Fig. 1: run 1, wiring heat map
The bar under the picture is 20 µm long. The die is cut into 10 by 10 equal tiles; dark blue is low, red is high, scaled to the fullest tile. Values are wire area over tile area, all layers added.
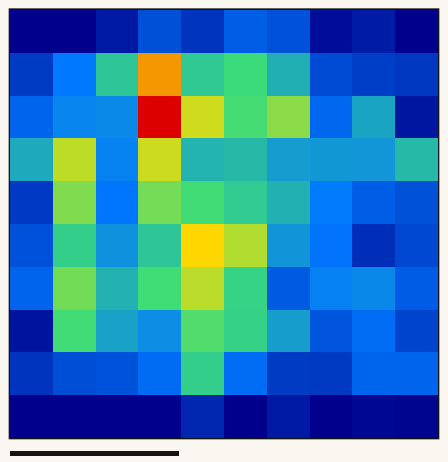
Fig. 2: run 1, local utilization
The bar under the picture is 20 µm long. The die is cut into 10 by 10 equal tiles; dark blue is low, red is high, 0 to 100% covered.
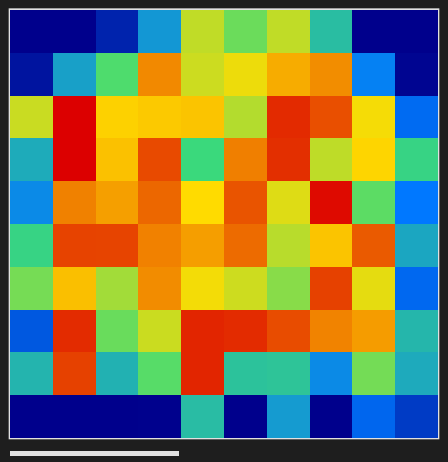
Fig. 3: run 1, drive-strength map
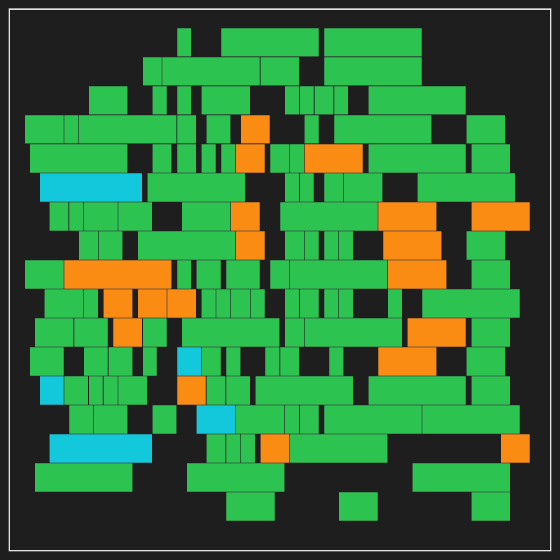
$ cat config.mk
export PLATFORM = sky130hd
export DESIGN_NAME = nrzi_rx_unstuffer
export DESIGN_NICKNAME = d
export VERILOG_FILES = /design/src/rtl/nrzi_rx_unstuffer.sv
export SDC_FILE = /design/constraint.sdc
export NUM_CORES = 1
export LEC_CHECK = 0
export CAP_MARGIN = 20
export CORE_UTILIZATION = 52
export CTS_CLUSTER_DIAMETER = 80
export CTS_CLUSTER_SIZE = 20
export DETAILED_ROUTE_END_ITERATION = 12
export PLACE_DENSITY = 0.83
export SETUP_SLACK_MARGIN = 0.3
export SYNTH_ARGS = -nofsm -noshare
export SYNTH_HDL_FRONTEND = slang
export SYNTH_SLANG_ARGS = --single-unit
$ cat constraint.sdc
create_clock -name clk -period 2.5 [get_ports clk]
set_clock_uncertainty 0.05 [all_clocks]
set_input_delay 0.625 -clock clk [delete_from_list [all_inputs] [get_ports clk]]
set_output_delay 0.625 -clock clk [all_outputs]
set_load 0.02 [all_outputs]
$ cat src/rtl/nrzi_rx_unstuffer.sv
`timescale 1ns/1ps
// nrzi_rx_unstuffer: receive bit engine. NRZI-decodes the sampled line level
// on each bit strobe, removes stuffed bits, flags stuff violations, detects
// end of packet (SE0 then J) and deserialises payload LSB-first into words.
//
// Ports:
//   clk        system clock
//   nRST       asynchronous active-low reset
//   en         receive enable; low = synchronous clear to idle
//   pulse      one-cycle bit strobe; all decode work is gated by it
//   curr_bit   sampled differential line level (D+ sense)
//   se0        sampled single-ended zero, qualified by pulse
//   data_out   last completed word, bit 0 = first received bit
//   data_valid one-cycle strobe: data_out updated
//   stuff_err  one-cycle strobe: STUFF_LEN+1 consecutive decoded ones
//   eop        one-cycle strobe: SE0 followed by J completed
//   busy       high while a packet is being received or terminated
module nrzi_rx_unstuffer #(
    parameter int   WIDTH      = 8,
    parameter int   STUFF_LEN  = 6,
    parameter logic IDLE_LEVEL = 1'b1
) (
    input  logic             clk,
    input  logic             nRST,
    input  logic             en,
    input  logic             pulse,
    input  logic             curr_bit,
    input  logic             se0,
    output logic [WIDTH-1:0] data_out,
    output logic             data_valid,
    output logic             stuff_err,
    output logic             eop,
    output logic             busy
);

    localparam int OW = $clog2(STUFF_LEN + 1);
    localparam int IW = $clog2(WIDTH);

    localparam logic [OW-1:0] ONES_MAX = OW'(STUFF_LEN);
    localparam logic [OW-1:0] ONES_ONE = OW'(1);
    localparam logic [IW-1:0] IDX_LAST = IW'(WIDTH - 1);
    localparam logic [IW-1:0] IDX_ONE  = IW'(1);

    localparam logic [1:0] S_IDLE   = 2'd0;
    localparam logic [1:0] S_ACTIVE = 2'd1;
    localparam logic [1:0] S_EOP    = 2'd2;

    logic [1:0]       state_q, state_d;
    logic             prev_q, prev_d;
    logic [OW-1:0]    ones_q, ones_d;
    logic [IW-1:0]    idx_q, idx_d;
    logic [WIDTH-1:0] shift_q, shift_d;
    logic [WIDTH-1:0] data_q, data_d;
    logic             valid_q, valid_d;
    logic             err_q, err_d;
    logic             eop_q, eop_d;

    logic             dec_bit;
    logic             at_limit;
    logic             accept;
    logic [WIDTH-1:0] shift_in;

    // NRZI: an unchanged line level carries a 1, a transition carries a 0.
    assign dec_bit  = (curr_bit == prev_q);
    assign at_limit = (ones_q == ONES_MAX);
    assign shift_in = {dec_bit, shift_q[WIDTH-1:1]};

    always_comb begin
        state_d = state_q;
        prev_d  = prev_q;
        ones_d  = ones_q;
        idx_d   = idx_q;
        shift_d = shift_q;
        data_d  = data_q;
        valid_d = 1'b0;
        err_d   = 1'b0;
        eop_d   = 1'b0;
        accept  = 1'b0;

        if (!en) begin
            state_d = S_IDLE;
            prev_d  = IDLE_LEVEL;
            ones_d  = '0;
            idx_d   = '0;
            shift_d = '0;
        end else if (pulse) begin
            case (state_q)
                S_IDLE, S_ACTIVE: begin
                    if (se0) begin
                        // SE0 while idle is line noise; while active it
                        // starts EOP and drops any partial word.
                        if (state_q == S_ACTIVE) begin
                            state_d = S_EOP;
                            ones_d  = '0;
                            idx_d   = '0;
                            shift_d = '0;
                        end
                    end else begin
                        prev_d  = curr_bit;
                        state_d = S_ACTIVE;
                        if (dec_bit && at_limit) begin
                            err_d   = 1'b1;
                            state_d = S_IDLE;
                            ones_d  = '0;
                            idx_d   = '0;
                            shift_d = '0;
                        end else if (dec_bit) begin
                            ones_d = ones_q + ONES_ONE;
                            accept = 1'b1;
                        end else begin
                            // A 0 right after a full run of ones is the
                            // stuffed bit and carries no payload.
                            ones_d = '0;
                            accept = !at_limit;
                        end
                    end
                end
                S_EOP: begin
                    if (!se0) begin
                        eop_d   = 1'b1;
                        prev_d  = IDLE_LEVEL;
                        state_d = S_IDLE;
                    end
                end
                default: state_d = S_IDLE;
            endcase
        end

        if (accept) begin
            shift_d = shift_in;
            if (idx_q == IDX_LAST) begin
                data_d  = shift_in;
                valid_d = 1'b1;
                idx_d   = '0;
            end else begin
                idx_d = idx_q + IDX_ONE;
            end
        end
    end

    always_ff @(posedge clk or negedge nRST) begin
        if (!nRST) begin
            state_q <= S_IDLE;
            prev_q  <= IDLE_LEVEL;
            ones_q  <= '0;
            idx_q   <= '0;
            shift_q <= '0;
            data_q  <= '0;
            valid_q <= 1'b0;
            err_q   <= 1'b0;
            eop_q   <= 1'b0;
        end else begin
            state_q <= state_d;
            prev_q  <= prev_d;
            ones_q  <= ones_d;
            idx_q   <= idx_d;
            shift_q <= shift_d;
            data_q  <= data_d;
            valid_q <= valid_d;
            err_q   <= err_d;
            eop_q   <= eop_d;
        end
    end

    assign data_out   = data_q;
    assign data_valid = valid_q;
    assign stuff_err  = err_q;
    assign eop        = eop_q;
    assign busy       = (state_q != S_IDLE);

endmodule

==> impl_metrics.json, run 1 <==
{
  "fp_util_pct": 55.6,
  "yosys_register_bits": 27,
  "vias_per_cell": 5.19,
  "overflow": 0,
  "async_reset_ff_share_pct": 100,
  "ctsResizeCount": 2,
  "fin_nets": 151,
  "fin_area_um2": 1510,
  "comb_area_um2": 523,
  "ys_types": 27,
  "critPathTopFamily": "flip-flops",
  "rows": 17,
  "die-area_um2": 2560,
  "antenna_found_initial": 0,
  "hold_violations": 0,
  "dr.pass1.iters": 2,
  "crit_path_top_delay_cell": "dfrtp_2",
  "drv_slew": 0,
  "hold_ws_ns": 0.458,
  "seq_area_um2": 678,
  "hp-class": "reg -> reg",
  "fin_tns_setup_ns": 0,
  "clock_latency_ns": 0.32,
  "cts.clk_slew.worst_paths_ns": 0.13,
  "outcome": "complete, no violations",
  "synth_warnings": 0,
  "postLayoutCoreUtil_pct": 68.3,
  "tightest_slew_ns": 0.480,
  "grt_max_degree": 28,
  "drc": 0,
  "ys_sh_simple_pct": 19.0,
  "cts-buffers-inserted": 3,
  "antenna_cells": 0,
  "lay_top_cells": "nand2_1 (25), dfrtp_1 (25), clkdlybuf4s50_1 (16)",
  "coreArea_um2": 2210,
  "cts.sinks": 27,
  "vdd_ir_drop_max_mv": 0.410,
  "worstSetupPathType": "reg -> out",
  "cts_tree": "done",
  "cts_hold_buf": 0,
  "ys.flop_type": "dfrtp_1",
  "slew_headroom_pct": 68.0,
  "die_x_um": 50.6,
  "top_area_share_pct": 52.9,
  "fmax_mhz": 477,
  "final.setup.worst_slack_ns": 0.405,
  "ys_cells": 113,
  "fillers": 180,
  "post_cts_buffers": 0,
  "rsz0062_at_grt": "false",
  "root_buffer": "clkbuf_4",
  "logic_family": "simple AND/OR/NAND/NOR gates",
  "vias": 872
}
## Picture notes: Fig. 1
tiles over half the peak: 17%
densest ninth of the die: centre
emptiest ninth of the die: south-east

## Picture notes: Fig. 2
mean over tiles: 57%
densest ninth of the die: centre
nearly empty tiles: 11%
tiles over 75% full: 39%

## Picture notes: Fig. 3
legend:
  _3 and _4 cells:
    colour: orange
    cells: 19
  _0 and _1 cells:
    colour: green
    cells: 116
  _2 cells:
    colour: cyan
    cells: 5

## run 1: path summary, 6_finish.rpt
path	from	to	slack [ns]	cells after the start
max	state_q[1]	busy	0.40	2
min	data_out[7]	data_out[7]	0.46	2
max reg2reg	ones_q[0]	data_out[3]	0.55	5
min reg2reg	data_out[7]	data_out[7]	0.46	2
max in group asynchronous	nRST	prev_q	1.49	2
min in group asynchronous	nRST	data_out[6]	0.61	2
## run 1: metal layers
metal  track usage, %  up-vias  wire length [µm]
met5                0        -                 0
met2             34.7       19              1060
met3             3.03        4                82
li1                 -      439                 -
met1             23.7      410               915
met4             8.80        0                44
## run 1: report_power, final
group,total (mW),internal [mW],switching (mW)
Clock,0.183,0.0625,0.121
Combinational,0.0683,0.0315,0.0368
Sequential,0.452,0.445,0.00693
Total,0.703,0.539,0.164
## run 1: stage by stage
step	power (mW)	cells
2_1_floorplan	0.489	113
3_3_place_gp	0.527	164
3_5_place_dp	0.530	164
4_1_cts	0.709	168
5_1_grt	0.734	168
6_report	0.703	168
## run 1: final cells by class
type / count / area share [%]
Inverter: 5 / 1.24
Timing Repair Buffer: 25 / 15.2
Tap cell: 28 / 2.32
Clock buffer: 4 / 1.74
Sequential cell: 27 / 44.9
Multi-Input combinational cell: 79 / 34.6
## run 1: kinds of logic after synthesis
group	after synthesis
buffers and inverters	7
muxes	7
adders and majority gates	4
AOI/OAI and AO/OA	22
xor gates and xnor gates	1
and+or+nand+nor	45
DFF	27
## run 1: sequential cells by signal (all words and copies together) (netlist names)
register and flops:
data_valid 1, shift_q 7, idx_q 3, ones_q 3
data_out 8, state_q 2, eop 1, prev_q 1
stuff_err 1
## run 1: tightest hold or removal path, delay by kind of cell (launching register included)
kind	cells	cell delay (ns)
flops	1	0.37
compound gates	1	0.06
simple gates	1	0.05
--- run 2 (diff from run 1) ---
clock period = 2 ns   (was 2.5 ns; I/O delays follow)
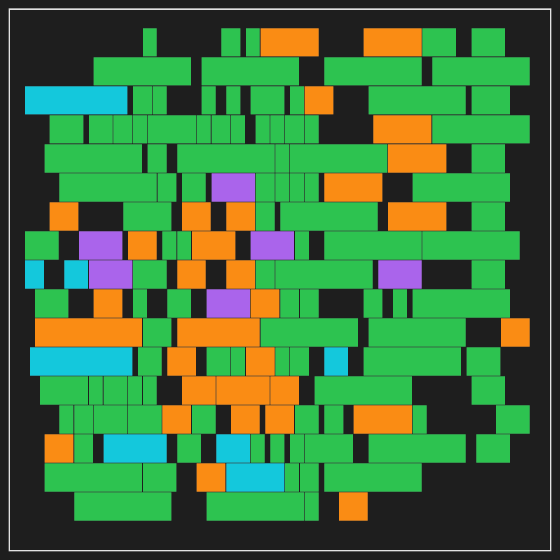
Fig. 4. Drive-strength map (run 2).
legend:
  _6 and larger:
    colour: purple
    cells: 6
  _3 and _4 cells:
    colour: orange
    cells: 31
  _2 cells:
    colour: cyan
    cells: 8
  _0 and _1 cells:
    colour: green
    cells: 108

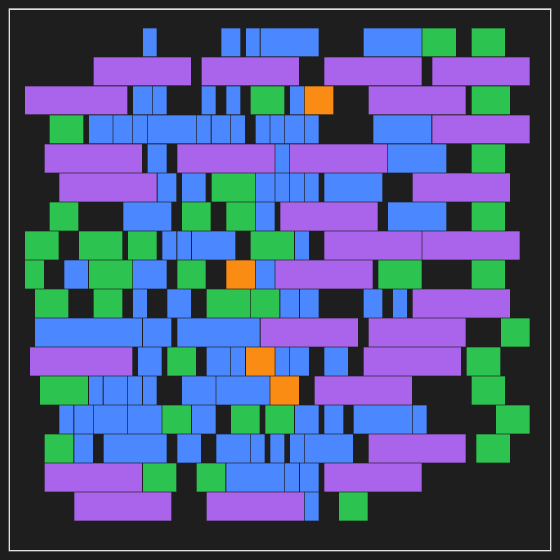
Fig. 5. Placed cells, one colour a class (run 2).
legend:
  flops:
    colour: purple
    cells: 27
    share_of_their_area: 42%
  clock drivers and dummy loads:
    colour: orange
    cells: 4
    share_of_their_area: 1.9%
  combinational and other logic:
    colour: blue
    cells: 84
    share_of_their_area: 36%
  other buffers and delay cells:
    colour: green
    cells: 38
    share_of_their_area: 20%

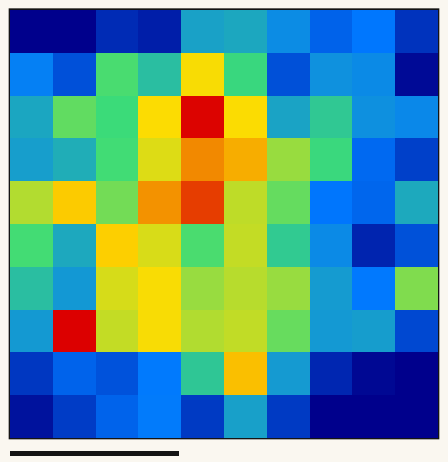
Fig. 6. Wiring heat map (run 2).
The bar under the picture is 20 µm long. The die is cut into 10 by 10 equal tiles; dark blue is low, red is high, scaled to the fullest tile. Values are wire area over tile area, all layers added.
fullest tile: 0.38
nearly empty tiles: 7.0%
densest ninth of the die: centre
emptiest ninth of the die: south-east
mean over tiles: 0.15

==> run 2 against run 1 <==
Synthesized cell count is the same. Final cell count grew 7.7%. Flip-flop count is the same. Worst setup slack lost 0.18 ns. Utilization grew 6.6 points. First-iteration DRC count grew 12%. Via count grew 10%. Critical path depth is the same. Critical endpoint unchanged. Largest power group unchanged. Highest routed layer unchanged.
==> impl_metrics.json, run 2 <==
{
  "coreArea_um2": 2210,
  "p_sw_mw": 0.236,
  "vias": 963,
  "use_met2_pct": 37.1,
  "dr.pass1.iters": 4,
  "final.setup.worst_slack_ns": 0.222,
  "async_reset_ff_share_pct": 100,
  "die-area_um2": 2560,
  "slew_headroom_pct": 77.8,
  "vdd_ir_drop_max_mv": 0.456,
  "cts_hold_buf": 0,
  "largest_reg_flops": 8,
  "placed_cells": 170,
  "crit_path_start": "state_q[1]",
  "die_x_um": 50.6,
  "clock_power_mw": 0.247,
  "root_buffer": "clkbuf_4",
  "rsz0062_at_grt": "true",
  "rows": 17,
  "use_met3_pct": 3.94,
  "fin_cells": 181,
  "grtUsageMet1_pct": 26.8,
  "combPwrFrac_pct": 12.2,
  "drc": 0,
  "synth_warnings": 0,
  "wl_met2_um": 1260,
  "fin_nets": 164,
  "tightest_slew_ns": 0.332,
  "cts.sinks": 27,
  "busiest_layer": "met2",
  "yosysTopAreaCell": "dfrtp_1",
  "power_combinational_mw": 0.112,
  "fin_crit_ns": 1.78,
  "overflow": 0,
  "power.share.switching_pct": 25.6,
  "fp_util_pct": 55.6,
  "grt_max_degree": 28,
  "top_area_share_pct": 52.9,
  "p_int_mw": 0.687,
  "cts_tree": "done",
  "reg2reg_from": "state_q[1]",
  "grt_util_all_layers_pct": 21.7,
  "vias_per_cell": 5.32,
  "outcome": "complete, no violations",
  "antenna_found_initial": 0,
  "p_seq_share_pct": 61.1,
  "hold_violations": 0,
  "fmax_mhz": 562,
  "wl_met1_um": 1110,
  "ys_cells": 113,
  "seq_cell_power_mw": 0.564,
  "highest_layer": "met4",
  "holdCritStartpoint": "curr_bit",
  "hp-class": "in -> reg",
  "fin_crit_sh_pct": 88.9,
  "drv_slew": 0,
  "top_power_group": "registers",
  "ys_types": 27,
  "worstSetupPathType": "reg -> out",
  "p_clk_share_pct": 26.8,
  "clock_latency_ns": 0.34,
  "lay_top_cells": "dfrtp_1 (25), nand2_1 (24), buf_4 (15)",
  "route.met3.wl_um": 76,
  "yosys_register_bits": 27,
  "ys.flop_type": "dfrtp_1",
  "cts.clk_slew.worst_paths_ns": 0.15
}
==> run 2: worst max-delay path, cell delays in order, from the launching register on <==
cell and delay (ns):
dfrtp_2 0.44, or2_2 0.29, clkbuf_2 0.15
==> run 2: cells by family after synthesis <==
kind of cell,synth area share [%]
buf+inv,2.44
simple gates,19.0
fa+ha+maj,4.07
mux,8.55
xor+xnor,0.712
compound gates,10.2
flops,55.0
==> run 2: worst paths after layout <==
check                      cells past startpoint  slack, ns     endpoint
max                                            2       0.22         busy
min                                            3       0.46       prev_q
max reg2reg                                    5       0.23  data_out[6]
min reg2reg                                    1       0.48  data_out[5]
max in group asynchronous                      2       1.12       prev_q
min in group asynchronous                      2       0.48  data_out[5]
==> run 2: final cells by class <==
| type | instances | area [µm²] |
|---|---|---|
| Clock buffer | 3 | 22.5 |
| Clock inverter | 1 | 7.51 |
| Fill cell | 163 | 557 |
| Inverter | 5 | 18.8 |
| Multi-Input combinational cell | 79 | 563 |
| Sequential cell | 27 | 678 |
| Tap cell | 28 | 35.0 |
| Timing Repair Buffer | 38 | 330 |
==> run 2: metrics by stage <==
step	hold WS (ns)	setup TNS, ns	utilization, %	area (µm²)	power (mW)
floorplan	0.154	0	-	1240	0.613
global placement	0.426	-1.77	69.4	1540	0.667
detailed placement	0.451	-2.41	69.4	1540	0.672
CTS	0.483	0	72.3	1600	0.916
global route	0.484	0	74.8	1660	0.957
finish	0.461	0	74.8	1660	0.923
==> run 2: repair_timing <==
| item | 4_1_cts | 5_1_grt |
|---|---|---|
| resized | 26 | 11 |
| buffers inserted | 3 | 2 |
| endpoints found under the setup margin | 33 | 18 |
| pin swaps | 2 | 3 |
| gates cloned | 1 | 1 |
Fig. 7: run 2, local utilization
The bar under the picture is 20 µm long. The die is cut into 10 by 10 equal tiles; dark blue is low, red is high, 0 to 100% covered.
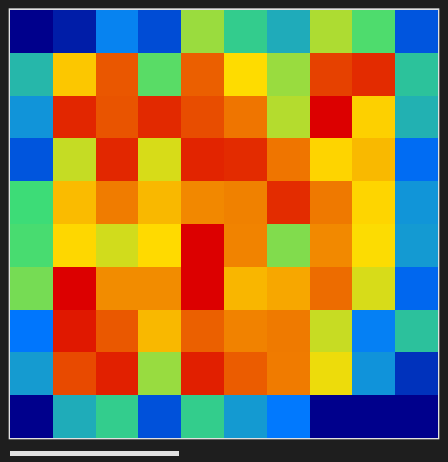

--- run 3 (diff from run 2) ---
ABC_AREA = 1   (was not set)
CORE_UTILIZATION = 54   (was 52)
PLACE_DENSITY = 0.84   (was 0.83)
SLEW_MARGIN = 15   (was not set)
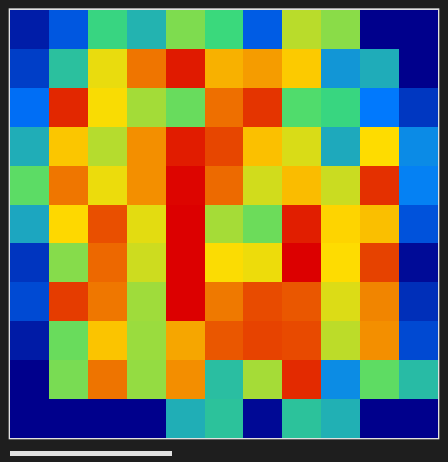
Fig. 8. Local utilization (run 3).
The bar under the picture is 20 µm long. The die is cut into 11 by 11 equal tiles; dark blue is low, red is high, 0 to 100% covered.
nearly empty tiles: 9.1%
mean over tiles: 58%
densest ninth of the die: centre
tiles over 75% full: 37%
fullest tile: 100%

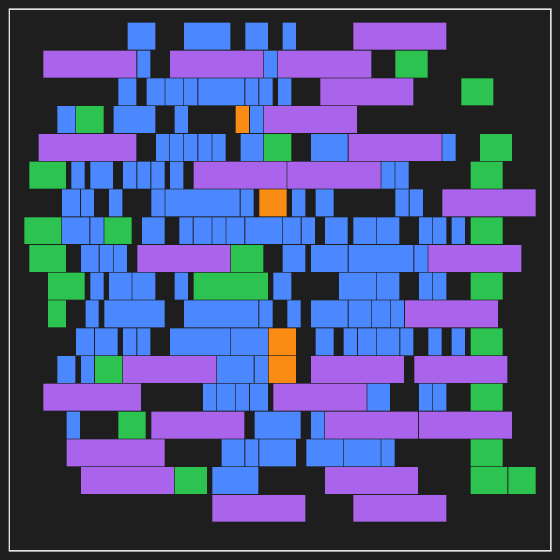
Fig. 9. Placed cells, one colour a class (run 3).
legend:
  clock drivers and dummy loads:
    colour: orange
    cells: 4
    share_of_their_area: 1.6%
  combinational and other logic:
    colour: blue
    cells: 119
    share_of_their_area: 43%
  flops:
    colour: purple
    cells: 27
    share_of_their_area: 42%
  other buffers and delay cells:
    colour: green
    cells: 24
    share_of_their_area: 13%

==> run 3 against run 2 <==
Critical path depth grew 6. Combinational power grew 39%. Fmax grew 11%. Via count grew 13%. Final cell count grew 13%. Sequential power grew 3%. Worst setup slack gained 0.17 ns. Critical endpoint is now shift_q[2]. Global-route usage grew 0.58 points. Cell area shrank 0.15%.
==> impl_metrics.json, run 3 <==
{
  "outcome": "complete, no violations",
  "synth.area.mux_share_pct": 0,
  "fin_crit_ns": 1.61,
  "fp_util_pct": 57.0,
  "vias_per_cell": 5.36,
  "async_reset_ff_share_pct": 100,
  "ys_cells": 151,
  "cp_cell_sequence": "clkdlybuf4s50_1 -> buf_4 -> nand2_1 -> nand2_2 -> nor2_4 -> nand2_8 -> nand3_2 -> nand2_1",
  "root_buffer": "clkbuf_4",
  "dr.pass1.iters": 4,
  "power.total_mw": 0.965,
  "clock_latency_ns": 0.32,
  "cts.clk_slew.worst_paths_ns": 0.14,
  "antenna_found_initial": 0,
  "postLayoutCoreUtil_pct": 67.3,
  "lay_top_cells": "nand2_1 (48), dfrtp_1 (24), nand3_1 (13)",
  "path_common_cell": "nand2_1",
  "hold_violations": 0,
  "placed_area_um2": 1630,
  "holdPathStages": 2,
  "ys_types": 26,
  "use_met3_pct": 2.59,
  "adder_share_pct": 3.58,
  "rrSetupSlack_ns": 0.50,
  "crit_path_top_delay_cell": "clkdlybuf4s50_1",
  "rsz0062_at_grt": "false",
  "overflow": 0,
  "final.setup.worst_slack_ns": 0.394,
  "fin_area_um2": 1650,
  "vias": 1093,
  "yosysTopAreaCell": "dfrtp_1",
  "ys_sh_simple_pct": 38.6,
  "logic_family": "simple AND/OR/NAND/NOR gates",
  "yosys_register_bits": 27,
  "drv_cap": 0,
  "critical-path-max-stage-delay_ns": 0.44,
  "die_x_um": 52.9,
  "grt_pass1_wl_um": 4480,
  "cts.sinks": 27,
  "ant_nets": 0,
  "coreArea_um2": 2450,
  "grt_max_degree": 28,
  "rows": 18,
  "cts_tree": "done",
  "tightest_slew_ns": 0.420,
  "synth_warnings": 0,
  "vdd_ir_drop_max_mv": 0.454,
  "fin_nets": 185,
  "drv_slew": 0,
  "grt_util_all_layers_pct": 22.3,
  "lay_top_count": "nand2_1",
  "die-area_um2": 2800,
  "synthAoiAreaFrac_pct": 3.94,
  "slew_headroom_pct": 72.0,
  "hp-class": "reg -> reg",
  "busiest_layer": "met2",
  "fmax_mhz": 623,
  "cp.depth": 8,
  "top_area_share_pct": 46.5,
  "critPathTopFamily": "simple AND/OR/NAND/NOR gates",
  "drc": 0,
  "ys.flop_type": "dfrtp_1",
  "cp_num_buf_inv": 2,
  "worst_r2r_path_depth": 5,
  "fin_tns_setup_ns": 0,
  "worstSetupPathType": "in -> reg",
  "grtUsageMet1_pct": 28.4,
  "largest_reg_flops": 8,
  "xor_share_pct": 0
}
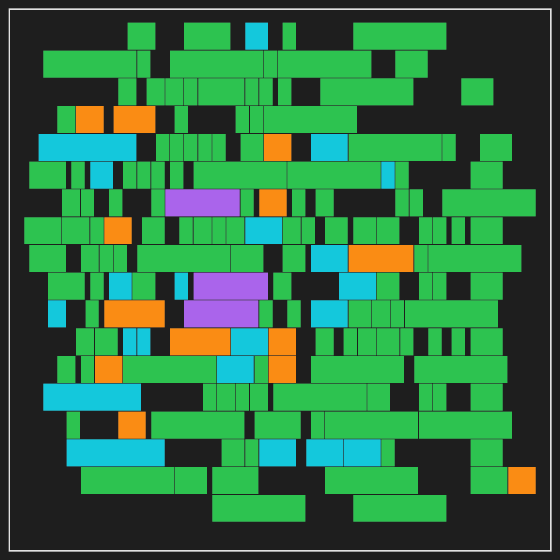
Fig. 10. Drive-strength map (run 3).
legend:
  _2 cells:
    colour: cyan
    cells: 21
  _3 and _4 cells:
    colour: orange
    cells: 13
  _6 and larger:
    colour: purple
    cells: 3
  _0 and _1 cells:
    colour: green
    cells: 137

==> run 3: netlist changes by cell type in the layout (fill, tap and decap cells not counted), moves of 7 or more <==
cell | previous run | this run
nand2_1 | 24 | 48
nand3_1 | 0 | 13
nand3_2 | 0 | 10
nand4_1 | 0 | 10
buf_4 | 15 | 6
o21ai_0 | 12 | 3
mux2_4 | 7 | 0
==> run 3: final timing paths <==
| kind | startpoint | end |
|---|---|---|
| min reg2reg | data_out[5] | data_out[5] |
| max reg2reg | idx_q[0] | data_out[2] |
| min in group asynchronous | nRST | data_out[4] |
| max | en | shift_q[2] |
| max in group asynchronous | nRST | prev_q |
| min | data_out[5] | data_out[5] |
==> run 3: cell families after synthesis <==
logic type	after synthesis
simple gates	94
buf+inv	18
compound gates	8
fa+ha+maj	4
flops	27
==> run 3: per-stage QoR <==
stage	hold WS, ns	std cells
after floorplan	0.154	151
after global placement	0.407	198
after detailed placement	0.414	198
after CTS	0.443	202
after global routing	0.464	204
final	0.436	204
==> run 3: power by group <==
part	internal [mW]	switching, mW
Sequential	0.565	0.0144
Combinational	0.0569	0.0987
Clock	0.0779	0.152
==> run 3: metal layers <==
metal | routed length (µm) | vias up
met5 | 0 | -
met1 | 1160 | 521
met2 | 1390 | 19
met4 | 27 | 0
li1 | - | 551
met3 | 83 | 2
==> run 3: timing repair <==
action / CTS / global route
gates resized: 14 / 4
endpoints found under the hold margin: 0 / 0
endpoints found under the setup margin: 12 / 1
cloned: 0 / 0
hold buffers: 0 / 0
buffers inserted: 0 / 2
==> run 3: area by class of cell <==
cell class | instances | area [µm²]
multi-input combinational | 106 | 644
inverter | 13 | 48.8
timing repair buffer | 24 | 216
clock buffer | 4 | 26.3
fill | 205 | 802
sequential | 27 | 679
tap | 30 | 37.5
No activity file was given, so power comes from the tool's default toggle rates.
